`src/rtl/pc_fetch_unit_pkg.sv`:
```
// Shared definitions for the fetch unit: FSM state encoding, default reset PC
// and the PC alignment helper (instructions are halfword aligned).
package pc_fetch_unit_pkg;

  typedef enum logic [1:0] {
    S_REQ  = 2'd0,
    S_WAIT = 2'd1,
    S_HOLD = 2'd2,
    S_HALT = 2'd3
  } fetch_state_e;

  localparam logic [15:0] RESET_PC_DEFAULT = 16'h0000;

  // PC bit 0 is always forced to zero on every load.
  function automatic logic [15:0] align_pc(input logic [15:0] pc);
    return {pc[15:1], 1'b0};
  endfunction

endpackage

```
`src/rtl/pc_fetch_unit_pc_reg.sv`:
```
// pc_reg: 16-bit load-enable register holding the architectural PC.
// Ports:
//   clk     - clock, updates on posedge
//   rst     - synchronous active-high reset, loads RESET_PC
//   load_en - load d into q this cycle
//   d       - next PC value (already aligned by the caller)
//   q       - current PC
module pc_reg
  import pc_fetch_unit_pkg::*;
#(
  parameter logic [15:0] RESET_PC = RESET_PC_DEFAULT
) (
  input  logic        clk,
  input  logic        rst,
  input  logic        load_en,
  input  logic [15:0] d,
  output logic [15:0] q
);

  always_ff @(posedge clk) begin
    if (rst) begin
      q <= RESET_PC;
    end else if (load_en) begin
      q <= d;
    end
  end

endmodule

```
`src/rtl/pc_fetch_unit.sv`:
```
// pc_fetch_unit: owns the architectural PC and fetches one instruction at a
// time over a req/gnt + rvalid memory interface, buffering it for decode.
// Ports:
//   clk, rst                 - clock and synchronous active-high reset
//   pc_o / next_pc_i         - current PC out, next PC from pc_control in
//   halt_i                   - instruction being accepted is HLT
//   flush_i / flush_pc_i     - redirect request and target
//   imem_req_o / imem_addr_o - fetch request and address (= pc_o)
//   imem_gnt_i               - memory accepted the request
//   imem_rvalid_i / imem_rdata_i - read response
//   if_valid_o / if_instr_o / if_pc_o - buffered instruction to decode
//   id_ready_i               - decode accepts the buffered instruction
//   halted_o                 - core halted (left only through rst)
module pc_fetch_unit
  import pc_fetch_unit_pkg::*;
#(
  parameter logic [15:0] RESET_PC = RESET_PC_DEFAULT,
  parameter int          INSTR_W  = 16
) (
  input  logic               clk,
  input  logic               rst,
  output logic [15:0]        pc_o,
  input  logic [15:0]        next_pc_i,
  input  logic               halt_i,
  input  logic               flush_i,
  input  logic [15:0]        flush_pc_i,
  output logic               imem_req_o,
  output logic [15:0]        imem_addr_o,
  input  logic               imem_gnt_i,
  input  logic               imem_rvalid_i,
  input  logic [INSTR_W-1:0] imem_rdata_i,
  output logic               if_valid_o,
  output logic [INSTR_W-1:0] if_instr_o,
  output logic [15:0]        if_pc_o,
  input  logic               id_ready_i,
  output logic               halted_o
);

  fetch_state_e state_q, state_d;
  logic         drop_q, drop_d;
  logic         pc_load;
  logic [15:0]  pc_d;
  logic         capture;

  pc_reg #(.RESET_PC(RESET_PC)) u_pc_reg (
    .clk     (clk),
    .rst     (rst),
    .load_en (pc_load),
    .d       (pc_d),
    .q       (pc_o)
  );

  always_ff @(posedge clk) begin
    if (rst) begin
      state_q <= S_REQ;
      drop_q  <= 1'b0;
    end else begin
      state_q <= state_d;
      drop_q  <= drop_d;
    end
  end

  always_ff @(posedge clk) begin
    if (rst) begin
      if_instr_o <= '0;
      if_pc_o    <= '0;
    end else if (capture) begin
      if_instr_o <= imem_rdata_i;
      if_pc_o    <= pc_o;
    end
  end

  // Flush outranks every other event in all states except HALT. A flush that
  // coincides with a grant (or lands while waiting) leaves a response in
  // flight, which drop marks for discarding.
  always_comb begin
    state_d = state_q;
    drop_d  = drop_q;
    pc_load = 1'b0;
    pc_d    = pc_o;
    capture = 1'b0;
    case (state_q)
      S_REQ: begin
        if (flush_i) begin
          pc_load = 1'b1;
          pc_d    = align_pc(flush_pc_i);
          if (imem_gnt_i) begin
            state_d = S_WAIT;
            drop_d  = 1'b1;
          end
        end else if (imem_gnt_i) begin
          state_d = S_WAIT;
        end
      end
      S_WAIT: begin
        if (flush_i) begin
          pc_load = 1'b1;
          pc_d    = align_pc(flush_pc_i);
          if (imem_rvalid_i) begin
            state_d = S_REQ;
            drop_d  = 1'b0;
          end else begin
            drop_d  = 1'b1;
          end
        end else if (imem_rvalid_i) begin
          if (drop_q) begin
            state_d = S_REQ;
            drop_d  = 1'b0;
          end else begin
            capture = 1'b1;
            state_d = S_HOLD;
          end
        end
      end
      S_HOLD: begin
        if (flush_i) begin
          pc_load = 1'b1;
          pc_d    = align_pc(flush_pc_i);
          state_d = S_REQ;
        end else if (id_ready_i) begin
          if (halt_i) begin
            state_d = S_HALT;
          end else begin
            pc_load = 1'b1;
            pc_d    = align_pc(next_pc_i);
            state_d = S_REQ;
          end
        end
      end
      S_HALT: begin
        state_d = S_HALT;
      end
      default: begin
        state_d = S_REQ;
      end
    endcase
  end

  assign imem_req_o  = (state_q == S_REQ);
  assign imem_addr_o = pc_o;
  assign if_valid_o  = (state_q == S_HOLD);
  assign halted_o    = (state_q == S_HALT);

endmodule

```
`config.mk`:
```
export PLATFORM = sky130hd
export DESIGN_NAME = pc_fetch_unit
export DESIGN_NICKNAME = d
export VERILOG_FILES = /design/src/rtl/pc_fetch_unit_pkg.sv /design/src/rtl/pc_fetch_unit_pc_reg.sv /design/src/rtl/pc_fetch_unit.sv
export SDC_FILE = /design/constraint.sdc
export NUM_CORES = 1
export LEC_CHECK = 0
export CAP_MARGIN = 20
export CORE_MARGIN = 5
export CORE_UTILIZATION = 40
export DETAILED_ROUTE_END_ITERATION = 6
export GPL_ROUTABILITY_DRIVEN = 0
export PLACE_DENSITY = 0.84
export SYNTH_ARGS = -nofsm -noshare
export SYNTH_HDL_FRONTEND = slang
export SYNTH_SLANG_ARGS = --single-unit
export TNS_END_PERCENT = 100
```
`constraint.sdc`:
```
create_clock -name clk -period 3.9 [get_ports clk]
set_input_delay 0.39 -clock clk [delete_from_list [all_inputs] [get_ports clk]]
set_output_delay 0.39 -clock clk [all_outputs]
set_load 0.005 [all_outputs]
```
**Metal 1**

Bar = 20 microns. Supply wires on this layer in grey.
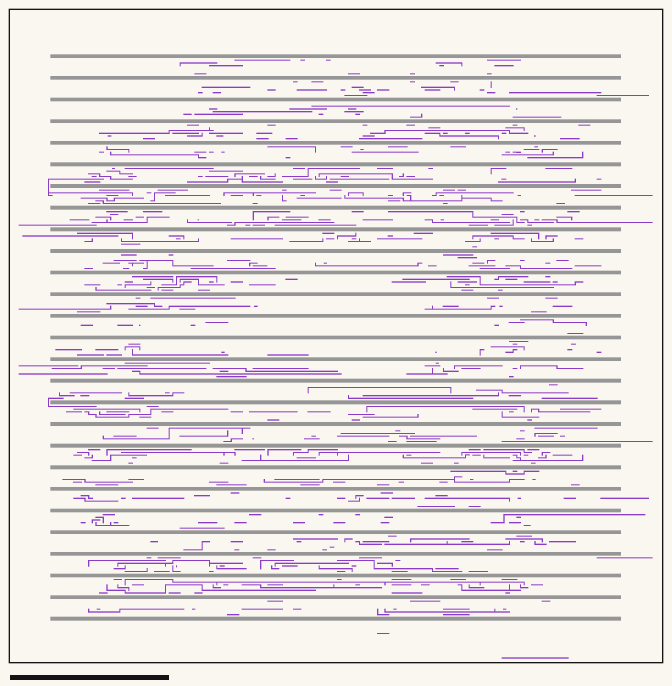
The wires run mostly horizontal. The longest straight run is 44.2 microns. The layer carries 2250 microns of wire. The layer holds 40% of the routed length. 327 nets have wire on it.
Post-Route WL: 5590 microns
met1 demand-to-capacity share in global routing: 18.6%

**M2 wires**

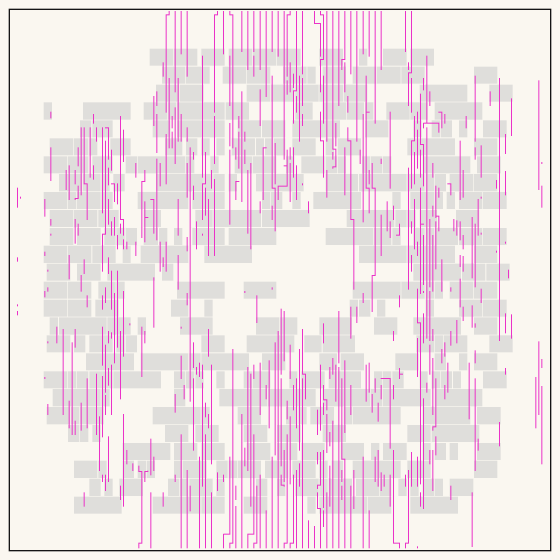
The longest straight run is 39.8 microns. The layer carries 2810 microns of wire. The layer holds 50% of the routed length. 326 nets have wire on it. The wires run mostly vertical.
met2 capacity usage during global routing: 29.7%
total vias in the final route: 1929

**Signal wires on met3**

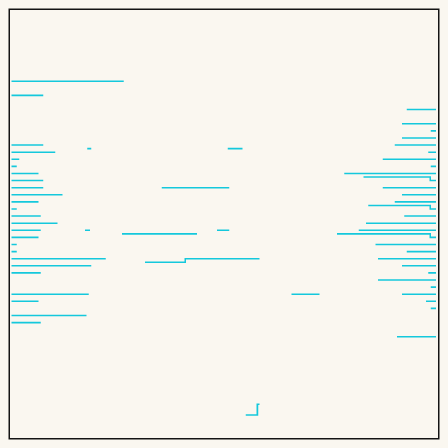
The layer carries 460 microns of wire. The layer holds 8.2% of the routed length.

**Cell classes on the final placement**

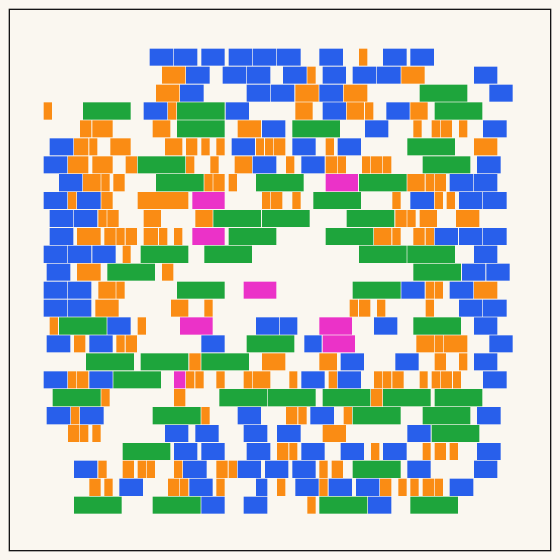
Key: orange = remaining logic cells [cells 166, share of their area 28%]; magenta = clock drivers and dummy loads [cells 8, share of their area 3.2%]; green = registers [cells 49, share of their area 31%]; blue = remaining buffers and delay cells [cells 118, share of their area 37%]
Post-Route Utilization: 63.3%
Rows: 26
summed area of non-filler cells in the final layout: 0.00321 sq mm

==> summary.txt <==
yosys + openroad results -> share of the synthesized netlist area taken by xor and xnor gates 0%, final max-slew violation count 0, leading cell types by count after synthesis sky130_fd_sc_hd__nand2_1, sky130_fd_sc_hd__dfxtp_1, sky130_fd_sc_hd__a21oi_1, Top cells excl fill/tap sky130_fd_sc_hd__clkdlybuf4s50_1, sky130_fd_sc_hd__nand2_1, sky130_fd_sc_hd__dfxtp_1, sky130_fd_sc_hd__a21oi_1, sky130_fd_sc_hd__nor2_1, global-route wire length before repair 8640 microns, standard cell with the maximum stage delay on the critical path sky130_fd_sc_hd__or4_1, Final Setup Violations 0, Regs by FF count if_instr_o (16), if_pc_o (15), u_pc_reg.q (15), number of antenna violations at the first check in global routing 0, switching fraction of total power between 20% and 30%, library cell occupying the most area in the post-synthesis netlist sky130_fd_sc_hd__dfxtp_1, cell area after synthesis approximately 0.0021 sq mm, slack of the worst reg-to-reg path 1.89 ns, Least-Margin Pin Slew 1.08 ns, Clock buf/inv share 3.15%, routed wire length on met3 460 microns, count of different cell masters after synthesis 24, share of cell area taken by flip-flops and latches 30.5%, Hold Path End if_pc_o[12]$_SDFFE_PP0P_, Total Power Consumption 1040 uW, total placed instance area just over 0.003 sq mm, flip-flop count of the largest register, all copies and words added 16, FP Util 40.8%, clock latency at the later pin of the worst-skew pair between 0.2 and 0.3 ns, area overhead of the layout relative to synthesis 55.1%, Crit. End Element flip-flop, clock share of power a little under a third, largest vdd supply drop 0.178 mV, post-CTS setup repair buffer count 0, data required time of the worst path 4.04 ns, maximum clock rate 467 MHz, endpoint of the worst setup timing path if_instr_o[13]$_SDFFE_PP0P_, kind of critical path in2reg, outcome finished clean, clock-pin slew of the registers on the worst-case setup and hold paths about 0.08 ns, total of max-cap violations 0, total of hold buffers inserted after clock tree synthesis 0, MUX share of area 7.25%, maximum cell stage delay along the critical path 1.01 ns, count of nets left with antenna violations after detail routing 0, share of layout cells above drive strength 1 4.40%, DRC violation total after the first TritonRoute iteration 58, number of flops mapped to enable cells by yosys 0, H-tree depth 2, number of well taps 70, Largest Pwr Group registers, DP Cell Count 403, global route hottest layer met2
Power and IR drop assume default switching activity.
